==> run_1/congestion.png <==
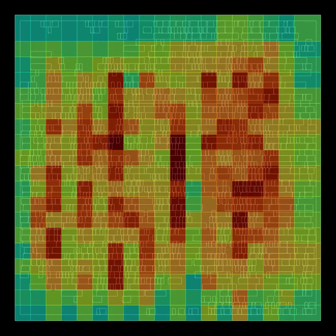
==> run_1/cell_density.png <==
(3 px per micron) 14 x 14 tiles, from black (low) to pale yellow (high), 0 to 100% covered.
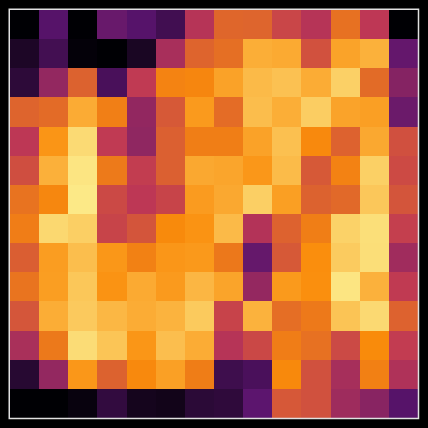
==> run_1/detail.png <==
Window x 55 to 80, y 55 to 80 microns. Cells in grey, sequential cells in the stronger grey; small squares are vias.
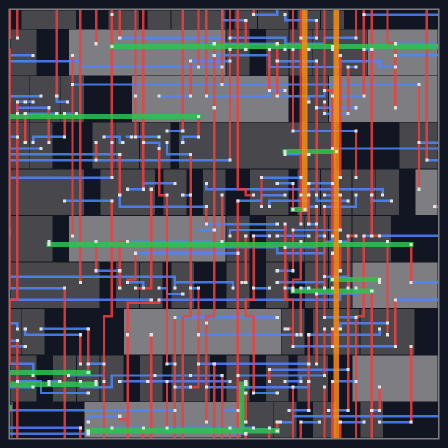
===== config.mk =====
export PLATFORM = sky130hd
export DESIGN_NAME = clock_freq_meter_flat
export DESIGN_NICKNAME = d
export VERILOG_FILES = /design/src/rtl/clock_freq_meter_pkg.sv /design/src/rtl/clock_freq_meter_if.sv /design/src/rtl/sig_sync_edge.sv /design/src/rtl/clock_freq_meter.sv /design/src/flat_wrapper.sv
export SDC_FILE = /design/constraint.sdc
export NUM_CORES = 1
export LEC_CHECK = 0
export ABC_AREA = 1
export CORE_MARGIN = 2
export CORE_UTILIZATION = 50
export DETAILED_ROUTE_END_ITERATION = 8
export GPL_TIMING_DRIVEN = 0
export HOLD_SLACK_MARGIN = 0.12
export PLACE_DENSITY = 0.84
export SLEW_MARGIN = 10
export SYNTH_ARGS = -nofsm -noshare
export SYNTH_HDL_FRONTEND = slang
export SYNTH_SLANG_ARGS = --single-unit

===== constraint.sdc =====
create_clock -name clk -period 2.4 [get_ports clk]
set_input_delay 0.6 -clock clk [delete_from_list [all_inputs] [get_ports clk]]
set_output_delay 0.6 -clock clk [all_outputs]
set_load 0.05 [all_outputs]

===== src/rtl/clock_freq_meter_pkg.sv =====
// Shared types and helpers for the clock frequency meter and its loopback checks.
package clock_meter_pkg;

  localparam int CNT_W_DEF = 32;

  typedef enum logic {
    IDLE = 1'b0,
    GATE = 1'b1
  } meter_state_t;

  // Counters narrower than 32 bits pass their own ceiling as max_val.
  function automatic logic [31:0] sat_inc(input logic [31:0] val, input logic [31:0] max_val);
    return (val >= max_val) ? max_val : val + 32'd1;
  endfunction

endpackage


===== src/rtl/clock_freq_meter_if.sv =====
// Control and result bundle of clock_freq_meter; master is the meter, slave is software/CSR side.
interface clock_freq_meter_if
  import clock_meter_pkg::*;
#(
  parameter int CNT_W = CNT_W_DEF
);
  logic             enable;
  logic [31:0]      gate_cycles;
  logic [CNT_W-1:0] edge_count;
  logic             count_valid;
  logic             count_ovf;
  logic [CNT_W-1:0] period;
  logic [CNT_W-1:0] high_time;
  logic             period_valid;
  logic             sig_stalled;

  modport master (
    input  enable, gate_cycles,
    output edge_count, count_valid, count_ovf, period, high_time, period_valid, sig_stalled
  );

  modport slave (
    output enable, gate_cycles,
    input  edge_count, count_valid, count_ovf, period, high_time, period_valid, sig_stalled
  );
endinterface


===== src/rtl/sig_sync_edge.sv =====
// Two-flop synchronizer for an asynchronous input plus registered-compare rise/fall strobes.
module sig_sync_edge (
  input  logic clk,
  input  logic rst_n,
  input  logic sig_async,
  output logic sync,
  output logic rise,
  output logic fall
);
  logic sync_p0, sync_p1, sync_d;

  always_ff @(posedge clk or negedge rst_n) begin
    if (!rst_n) begin
      sync_p0 <= 1'b0;
      sync_p1 <= 1'b0;
      sync_d  <= 1'b0;
    end else begin
      sync_p0 <= sig_async;
      sync_p1 <= sync_p0;
      sync_d  <= sync_p1;
    end
  end

  assign sync = sync_p1;
  assign rise = sync_p1 & ~sync_d;
  assign fall = ~sync_p1 & sync_d;
endmodule


===== src/rtl/clock_freq_meter.sv =====
// Gated edge counter for looped-back divided clocks; period/high-time measurement is
// included when CLOCK_FREQ_METER_PERIOD_EN is defined. CNT_W must not exceed 32.
module clock_freq_meter
  import clock_meter_pkg::*;
#(
  parameter int CNT_W = CNT_W_DEF
) (
  input  logic               clk,
  input  logic               rst_n,
  input  logic               sig_in,
  clock_freq_meter_if.master mif
);
  localparam logic [31:0]      CNT_MAX   = 32'((64'd1 << CNT_W) - 64'd1);
  localparam logic [CNT_W-1:0] CNT_MAX_W = CNT_MAX[CNT_W-1:0];

  meter_state_t     state, state_nxt;
  logic             start, win_end;
  logic             sync, rise, fall;
  logic [31:0]      gate_len, gate_cnt, load_len;
  logic [CNT_W-1:0] edge_cnt, edge_inc;
  logic             ovf, ovf_hit;
  logic [CNT_W-1:0] edge_count_r;
  logic             count_valid_r, count_ovf_r, sig_stalled_r;

  sig_sync_edge u_sync (
    .clk       (clk),
    .rst_n     (rst_n),
    .sig_async (sig_in),
    .sync      (sync),
    .rise      (rise),
    .fall      (fall)
  );

  assign load_len = (mif.gate_cycles == 32'd0) ? 32'd1 : mif.gate_cycles;
  assign edge_inc = rise ? CNT_W'(sat_inc(32'(edge_cnt), CNT_MAX)) : edge_cnt;
  assign ovf_hit  = rise && (edge_cnt == CNT_MAX_W);

  always_ff @(posedge clk or negedge rst_n) begin
    if (!rst_n) state <= IDLE;
    else        state <= state_nxt;
  end

  always_comb begin
    state_nxt = state;
    start     = 1'b0;
    win_end   = 1'b0;
    case (state)
      IDLE: begin
        if (mif.enable) begin
          state_nxt = GATE;
          start     = 1'b1;
        end
      end
      GATE: begin
        if (!mif.enable)                      state_nxt = IDLE;
        else if (gate_cnt == gate_len - 32'd1) win_end  = 1'b1;
      end
      default: state_nxt = IDLE;
    endcase
  end

  // Window counters and edge-count results
  always_ff @(posedge clk or negedge rst_n) begin
    if (!rst_n) begin
      gate_len      <= 32'd1;
      gate_cnt      <= '0;
      edge_cnt      <= '0;
      ovf           <= 1'b0;
      edge_count_r  <= '0;
      count_valid_r <= 1'b0;
      count_ovf_r   <= 1'b0;
      sig_stalled_r <= 1'b0;
    end else begin
      count_valid_r <= 1'b0;
      if (start) begin
        gate_len <= load_len;
        gate_cnt <= '0;
        edge_cnt <= '0;
        ovf      <= 1'b0;
      end else if (state == GATE && mif.enable) begin
        if (win_end) begin
          edge_count_r  <= edge_inc;
          count_ovf_r   <= ovf | ovf_hit;
          sig_stalled_r <= (edge_inc == '0);
          count_valid_r <= 1'b1;
          gate_len      <= load_len;
          gate_cnt      <= '0;
          edge_cnt      <= '0;
          ovf           <= 1'b0;
        end else begin
          gate_cnt <= gate_cnt + 32'd1;
          edge_cnt <= edge_inc;
          ovf      <= ovf | ovf_hit;
        end
      end else begin
        // Leaving GATE or idling: the partial window is dropped.
        gate_cnt <= '0;
        edge_cnt <= '0;
        ovf      <= 1'b0;
      end
    end
  end

  assign mif.edge_count  = edge_count_r;
  assign mif.count_valid = count_valid_r;
  assign mif.count_ovf   = count_ovf_r;
  assign mif.sig_stalled = sig_stalled_r;

`ifdef CLOCK_FREQ_METER_PERIOD_EN
  logic [CNT_W-1:0] per_cnt, hi_cnt, period_r, high_time_r;
  logic             period_valid_r, seen_rise;

  // Period and high-time measurement
  always_ff @(posedge clk or negedge rst_n) begin
    if (!rst_n) begin
      per_cnt        <= '0;
      hi_cnt         <= '0;
      seen_rise      <= 1'b0;
      period_r       <= '0;
      high_time_r    <= '0;
      period_valid_r <= 1'b0;
    end else begin
      period_valid_r <= 1'b0;
      if (state != GATE) begin
        per_cnt   <= '0;
        hi_cnt    <= '0;
        seen_rise <= 1'b0;
      end else begin
        if (rise) begin
          per_cnt   <= CNT_W'(1);
          seen_rise <= 1'b1;
          if (seen_rise) begin
            period_r       <= per_cnt;
            period_valid_r <= 1'b1;
          end
        end else begin
          per_cnt <= CNT_W'(sat_inc(32'(per_cnt), CNT_MAX));
        end
        if (fall) begin
          high_time_r <= hi_cnt;
          hi_cnt      <= '0;
        end else if (sync) begin
          hi_cnt <= CNT_W'(sat_inc(32'(hi_cnt), CNT_MAX));
        end
      end
    end
  end

  assign mif.period       = period_r;
  assign mif.high_time    = high_time_r;
  assign mif.period_valid = period_valid_r;
`else
  logic unused_period_inputs;
  assign unused_period_inputs = sync ^ fall;
  assign mif.period       = '0;
  assign mif.high_time    = '0;
  assign mif.period_valid = 1'b0;
`endif

endmodule


===== src/flat_wrapper.sv =====
// flat-port wrapper written by rule: the top's interface ports become plain ports
module clock_freq_meter_flat import clock_meter_pkg::*;
#(
  parameter int CNT_W = CNT_W_DEF
)
  (clk, rst_n, sig_in, mif_enable, mif_gate_cycles, mif_edge_count, mif_count_valid, mif_count_ovf, mif_period, mif_high_time, mif_period_valid, mif_sig_stalled);
  clock_freq_meter_if #(.CNT_W(CNT_W)) mif_i ();
  input  logic clk;
  input  logic rst_n;
  input  logic sig_in;
  input wire logic [$bits(mif_i.enable)-1:0] mif_enable;
  input wire logic [$bits(mif_i.gate_cycles)-1:0] mif_gate_cycles;
  output wire logic [$bits(mif_i.edge_count)-1:0] mif_edge_count;
  output wire logic [$bits(mif_i.count_valid)-1:0] mif_count_valid;
  output wire logic [$bits(mif_i.count_ovf)-1:0] mif_count_ovf;
  output wire logic [$bits(mif_i.period)-1:0] mif_period;
  output wire logic [$bits(mif_i.high_time)-1:0] mif_high_time;
  output wire logic [$bits(mif_i.period_valid)-1:0] mif_period_valid;
  output wire logic [$bits(mif_i.sig_stalled)-1:0] mif_sig_stalled;
  assign mif_i.enable = mif_enable;
  assign mif_i.gate_cycles = mif_gate_cycles;
  assign mif_edge_count = mif_i.edge_count;
  assign mif_count_valid = mif_i.count_valid;
  assign mif_count_ovf = mif_i.count_ovf;
  assign mif_period = mif_i.period;
  assign mif_high_time = mif_i.high_time;
  assign mif_period_valid = mif_i.period_valid;
  assign mif_sig_stalled = mif_i.sig_stalled;
  clock_freq_meter #(.CNT_W(CNT_W)) u_core (.clk(clk), .rst_n(rst_n), .sig_in(sig_in), .mif(mif_i));
endmodule

==> run_results.csv, run 1 <==
group,metric,value,unit
place,placed_cell_area,0.00995,sq mm
hold_path,hold_path_depth,0,
final_layout,seqCellArea,0.00341,sq mm
die,fp_util,50.6,%
die,fp.dieH,136,microns
final_timing,setup_tns,-22.42,ns
place,routabilityCongestion,0.976,
global_route,antenna_found_initial,0,
final_timing,setup-violations-final,132,
final_layout,nets,1469,
die,pin_count,136,
final_timing,holdWs,0.360,ns
final_layout,layout.cells.non_filler,1668,
power,p_int,4.28,mW
setup_path,crit_start,"u_core.gate_len[1]",
synthesis,edf_count,0,
final_timing,rsz0062_at_grt,"yes",
outcome,status,"complete, but fails checks",
synthesis,syn_area,0.00870,sq mm
power,swShare,31.3,%
final_timing,timing.final.ws_setup,-0.237,ns
final_layout,diodes,0,
final_timing,fin_crit,2.64,ns
final_layout,fillers,1441,
final_timing,skew,0.00954,ns
power,pwr-share-comb,19.5,%
final_layout,clkCellAreaFrac,4.81,%
synthesis,ys.flops,136,
synthesis,synthFlopType,"dfrtp_1",
job,maxCapViolations,0,
outcome,failed_checks,"setup timing",
global_route,grt_pass1_vias,7933,
die,taps,225,
power,leakagePower,5.53,nW
setup_path,crit_path_end,"u_core.edge_cnt[9]",
drt,antenna_left,0,
power,powerSeq,2.49,mW
die,dieArea,0.0185,sq mm
cts,path_clk_slew,0.06,ns
drt,m1WireLength,9.68,mm
global_route,met1_usage,30.4,%
synthesis,yosysTopAreaCellShare,38.8,%
cts,clock_latency,0.44,ns
Back to the opening pictures, congestion.png:
GRT Util Overall: 25.9%
routed len/inst: 14.6 microns
post-layout util: 67.7%
met2 Use GR: 46.6%
GRT Max-Usage Layer: met2

Back to the opening pictures, cell_density.png:
mean over tiles = 62%
nearly empty tiles = 3.6%
emptiest ninth of the die = upper left
tiles over 75% full = 38%
fullest tile = 95%

Back to the opening pictures, detail.png:
metal 1 -> blue
metal 4 -> orange
metal 3 -> green
metal 2 -> red
most frequent = nor2_1 (13), nand2_1 (13), inv_1 (9)
cells with their middle in the window = 62
sequential cells in the window = 8
netlist names of flops here include = u_core.gate_cnt (8)

==> run 1: layout by cell type, fill, tap and decap left out, types with 7 or more instances in the layout <==
| cell | count |
|---|---|
| conb_1 | 65 |
| dfrtp_1 | 129 |
| nor3_1 | 21 |
| nand4_1 | 29 |
| nor2_4 | 27 |
| nor4_1 | 9 |
| a21oi_2 | 20 |
| nand2_2 | 38 |
| buf_6 | 10 |
| nand3_1 | 97 |
| clkbuf_16 | 21 |
| nor2_1 | 213 |
| inv_1 | 114 |
| xnor2_1 | 26 |
| nand2_4 | 9 |
| nand2_1 | 255 |
| o21ai_1 | 7 |
| a21oi_1 | 16 |
| o21ai_0 | 17 |
| buf_4 | 94 |
| xor2_1 | 38 |
| buf_8 | 8 |
| clkdlybuf4s50_1 | 68 |
| nor2_2 | 26 |
| buf_12 | 9 |
| nand3b_1 | 11 |
==> run 1: synth_stat cells (2+ instances only) <==
library cell,n
nand2_1,298
nor2_1,257
dfrtp_1,135
inv_1,116
nand3_1,99
buf_4,74
xor2_1,38
a21oi_1,29
nand4_1,29
xnor2_1,26
nor3_1,24
o21ai_0,19
nand3b_1,11
clkbuf_1,9
nor4_1,9
buf_2,8
a21oi_2,7
o21ai_1,7
nand2_2,6
inv_2,5
nor2_4,5
nor2_2,4
buf_6,3
ha_1,3
o22ai_1,3
nor3_2,2
nor3b_1,2
==> run 1: worst max-delay path, cell delays in order, from the launching register on <==
cell       delay [ns]
dfrtp_1          0.42
inv_2            0.09
ha_4             0.15
nand2_4          0.08
nor2_4           0.23
nand2_4          0.12
xor2_1           0.19
nor2_1           0.16
nand3_1          0.12
nor2_2           0.16
nand3_4          0.16
buf_12           0.18
nand2_4          0.08
buf_12           0.15
clkbuf_16        0.15
a21oi_1          0.04
==> run_1/layer_met2.png <==
(3 px per micron)
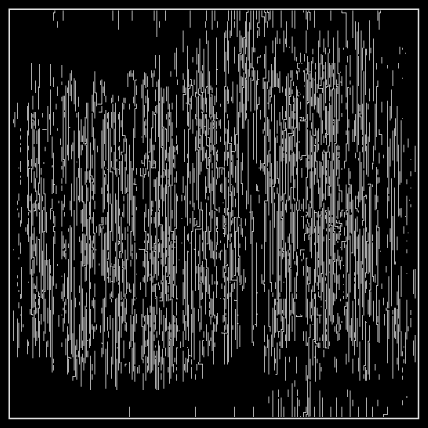

==> run 2: changes to the inputs <==
--- a/config.mk
+++ b/config.mk
@@ -12,6 +12,7 @@
 export GPL_TIMING_DRIVEN = 0
 export HOLD_SLACK_MARGIN = 0.12
 export PLACE_DENSITY = 0.84
+export SKIP_CTS_REPAIR_TIMING = 1
 export SLEW_MARGIN = 10
 export SYNTH_ARGS = -nofsm -noshare
 export SYNTH_HDL_FRONTEND = slang
==> run_2/layer_met2.png <==
(3 px per micron)
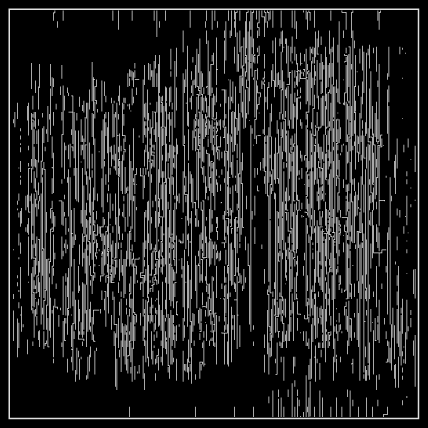
wire length on this layer = 12400 microns
share of all routed wire = 51%
main direction = vertical
longest straight run = 73.1 microns
Via Count: 8409
final wirelength: 24.1 mm
met2 Use GR: 44.3%

==> run_2/sizes.png <==
(3 px per micron)
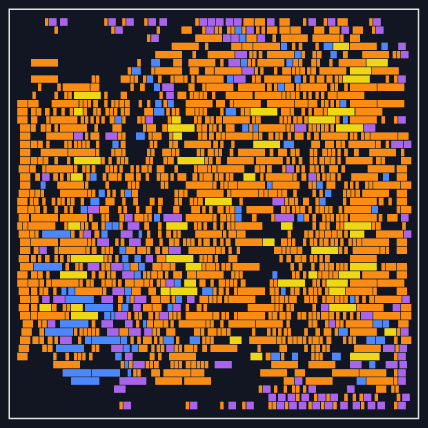
_2 cells -> blue  # cells 99, most used nor2_2
_6 and larger -> yellow  # cells 47, most used clkbuf_16
_0 and _1 cells -> orange  # cells 1153, most used nand2_1
_3 and _4 cells -> purple  # cells 127, most used buf_4
Non-CTS buffers: 187
fin worst setup slack: -0.183 ns

==> run_2/cell_density.png <==
(3 px per micron) 14 x 14 tiles, from black (low) to pale yellow (high), 0 to 100% covered.
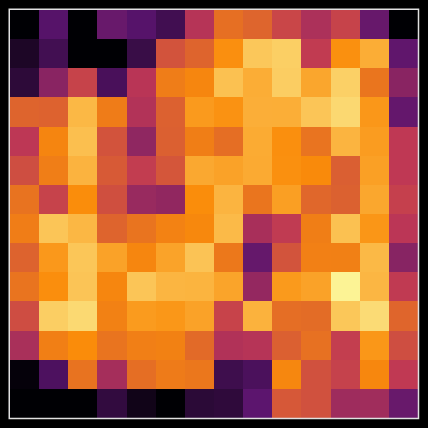
nearly empty tiles = 5.1%
emptiest ninth of the die = upper left
tiles over 75% full = 33%
mean over tiles = 60%

==> run 2 against run 1 <==
The flow still finishes with violations (setup timing). Sequential cell count unchanged. Clock-buffer cell count unchanged. Worst setup slack improved by 0.054 ns. Sequential share of layout area increased by 0.91 points. Critical path depth increased by 1. Hold slack got worse by 0.014 ns. Final cell count decreased by 1.0%. Critical endpoint is now u_core.mif.count_ovf. Highest routed layer unchanged.
==> run_results.csv, run 2 <==
group,metric,value,unit
global_route,grt_pass1_vias,7595,
die,pin_count,136,
die,fp.dieH,136,microns
setup_path,path_common_cell,"nor2_2",
synthesis,most_common_cell,"nand2_1",
final_layout,final_cell_mix,"nand2_1 (279), nor2_1 (202), dfrtp_1 (125), inv_1 (114), nand3_1 (95)",
synthesis,ys.flops,136,
final_timing,rsz0062_at_grt,"yes",
final_layout,fillers,1525,
job,maxCapViolations,0,
final_timing,fin_crit,2.58,ns
synthesis,syn_area,0.00870,sq mm
final_timing,skew,0.0111,ns
synthesis,yosysTopAreaCellShare,38.8,%
synthesis,ys_top_cells_by_count,"nand2_1 (298), nor2_1 (257), dfrtp_1 (135)",
power,leakagePower,5.38,nW
drt,antenna_left,0,
global_route,grt_usage,25.1,%
cts,path_clk_slew,0.06,ns
final_layout,nets,1452,
outcome,status,"complete, but fails checks",
die,fp_util,50.6,%
final_timing,timing.final.ws_setup,-0.183,ns
final_timing,holdWs,0.346,ns
global_route,antenna_found_initial,0,
setup_path,cp_slowest_cell,"dfrtp_2",
die,taps,225,
drt,wl_per_cell,14.6,microns
cts,clock_latency,0.44,ns
setup_path,crit_start,"u_core.gate_len[3]",
setup_path,path_cells,"nor2_2 > nand2_1 > nor2_4 > buf_6 > nand2_2 > o21ai_2 > nand2_1 > nor2_2 > nand3_2 > nor2_4 > nand3_4 > inv_4 > buf_12 > clkbuf_16 > nor2_2 > nor2_1",
final_timing,setup-violations-final,124,
final_layout,final_common_cell,"nand2_1",
synthesis,synthFlopType,"dfrtp_1",
die,dieArea,0.0185,sq mm
hold_path,hold_path_depth,1,
synthesis,edf_count,0,
place,routabilityCongestion,0.976,
setup_path,critPathMaxStageDelay,0.44,ns
final_timing,setup_tns,-17.02,ns
final_layout,seqCellArea,0.00342,sq mm
outcome,failed_checks,"setup timing",
-- run 2: cell counts after synthesis --
Identical to the previous run, type by type.
-- run 2: per-stage QoR --
stage / std cells / instance area (sq um) / utilization [%]
2_1_floorplan: 1301 / 8940 / -
3_3_place_gp: 1596 / 9920 / 57.8
3_5_place_dp: 1597 / 9950 / 57.9
4_1_cts: 1629 / 10500 / 61.2
5_1_grt: 1651 / 11300 / 65.8
6_report: 1651 / 11300 / 65.8
-- run 2: logic make-up after synthesis --
group / Yosys count / synth area share, %
adders and majority gates: 3 / 0.432
DFF: 136 / 39.1
AOI/OAI and AO/OA: 68 / 4.33
xor gates and xnor gates: 64 / 6.44
other: 1 / 0.0431
buffers and inverters: 216 / 12.9
and+or+nand+nor: 749 / 36.7
-- run 2: worst max path at each step --
stage | to | cells past startpoint
final | u_core.mif.count_ovf | 16
after global routing | u_core.gate_len[8] | 15
after CTS | u_core.gate_len[25] | 16
after detailed placement | u_core.gate_len[11] | 16
after global placement | u_core.gate_len[30] | 1
after floorplan | u_core.gate_len[8] | 14
-- run 2: power by group --
| part | internal (mW) | switching [mW] |
|---|---|---|
| sequential | 2.37 | 0.120 |
| combinational | 0.409 | 0.734 |
| clock | 1.46 | 1.07 |
| total | 4.24 | 1.93 |
-- run 2: routing by layer --
layer | GRT usage, % | wire length (microns) | up-vias
li1 | - | - | 4140
met1 | 30.1 | 9660 | 3915
met2 | 44.3 | 12400 | 283
met3 | 4.44 | 1170 | 71
met4 | 10.9 | 854 | 0
met5 | 0 | 0 | -
-- run 2: worst max-delay path: cells and delay by family (launching register included) --
family	cells	cell delay, ns
DFF	1	0.44
AOI/OAI and AO/OA	1	0.15
buffers and inverters	4	0.64
and+or+nand+nor	11	1.28
Power is estimated from default activity; no workload was simulated.
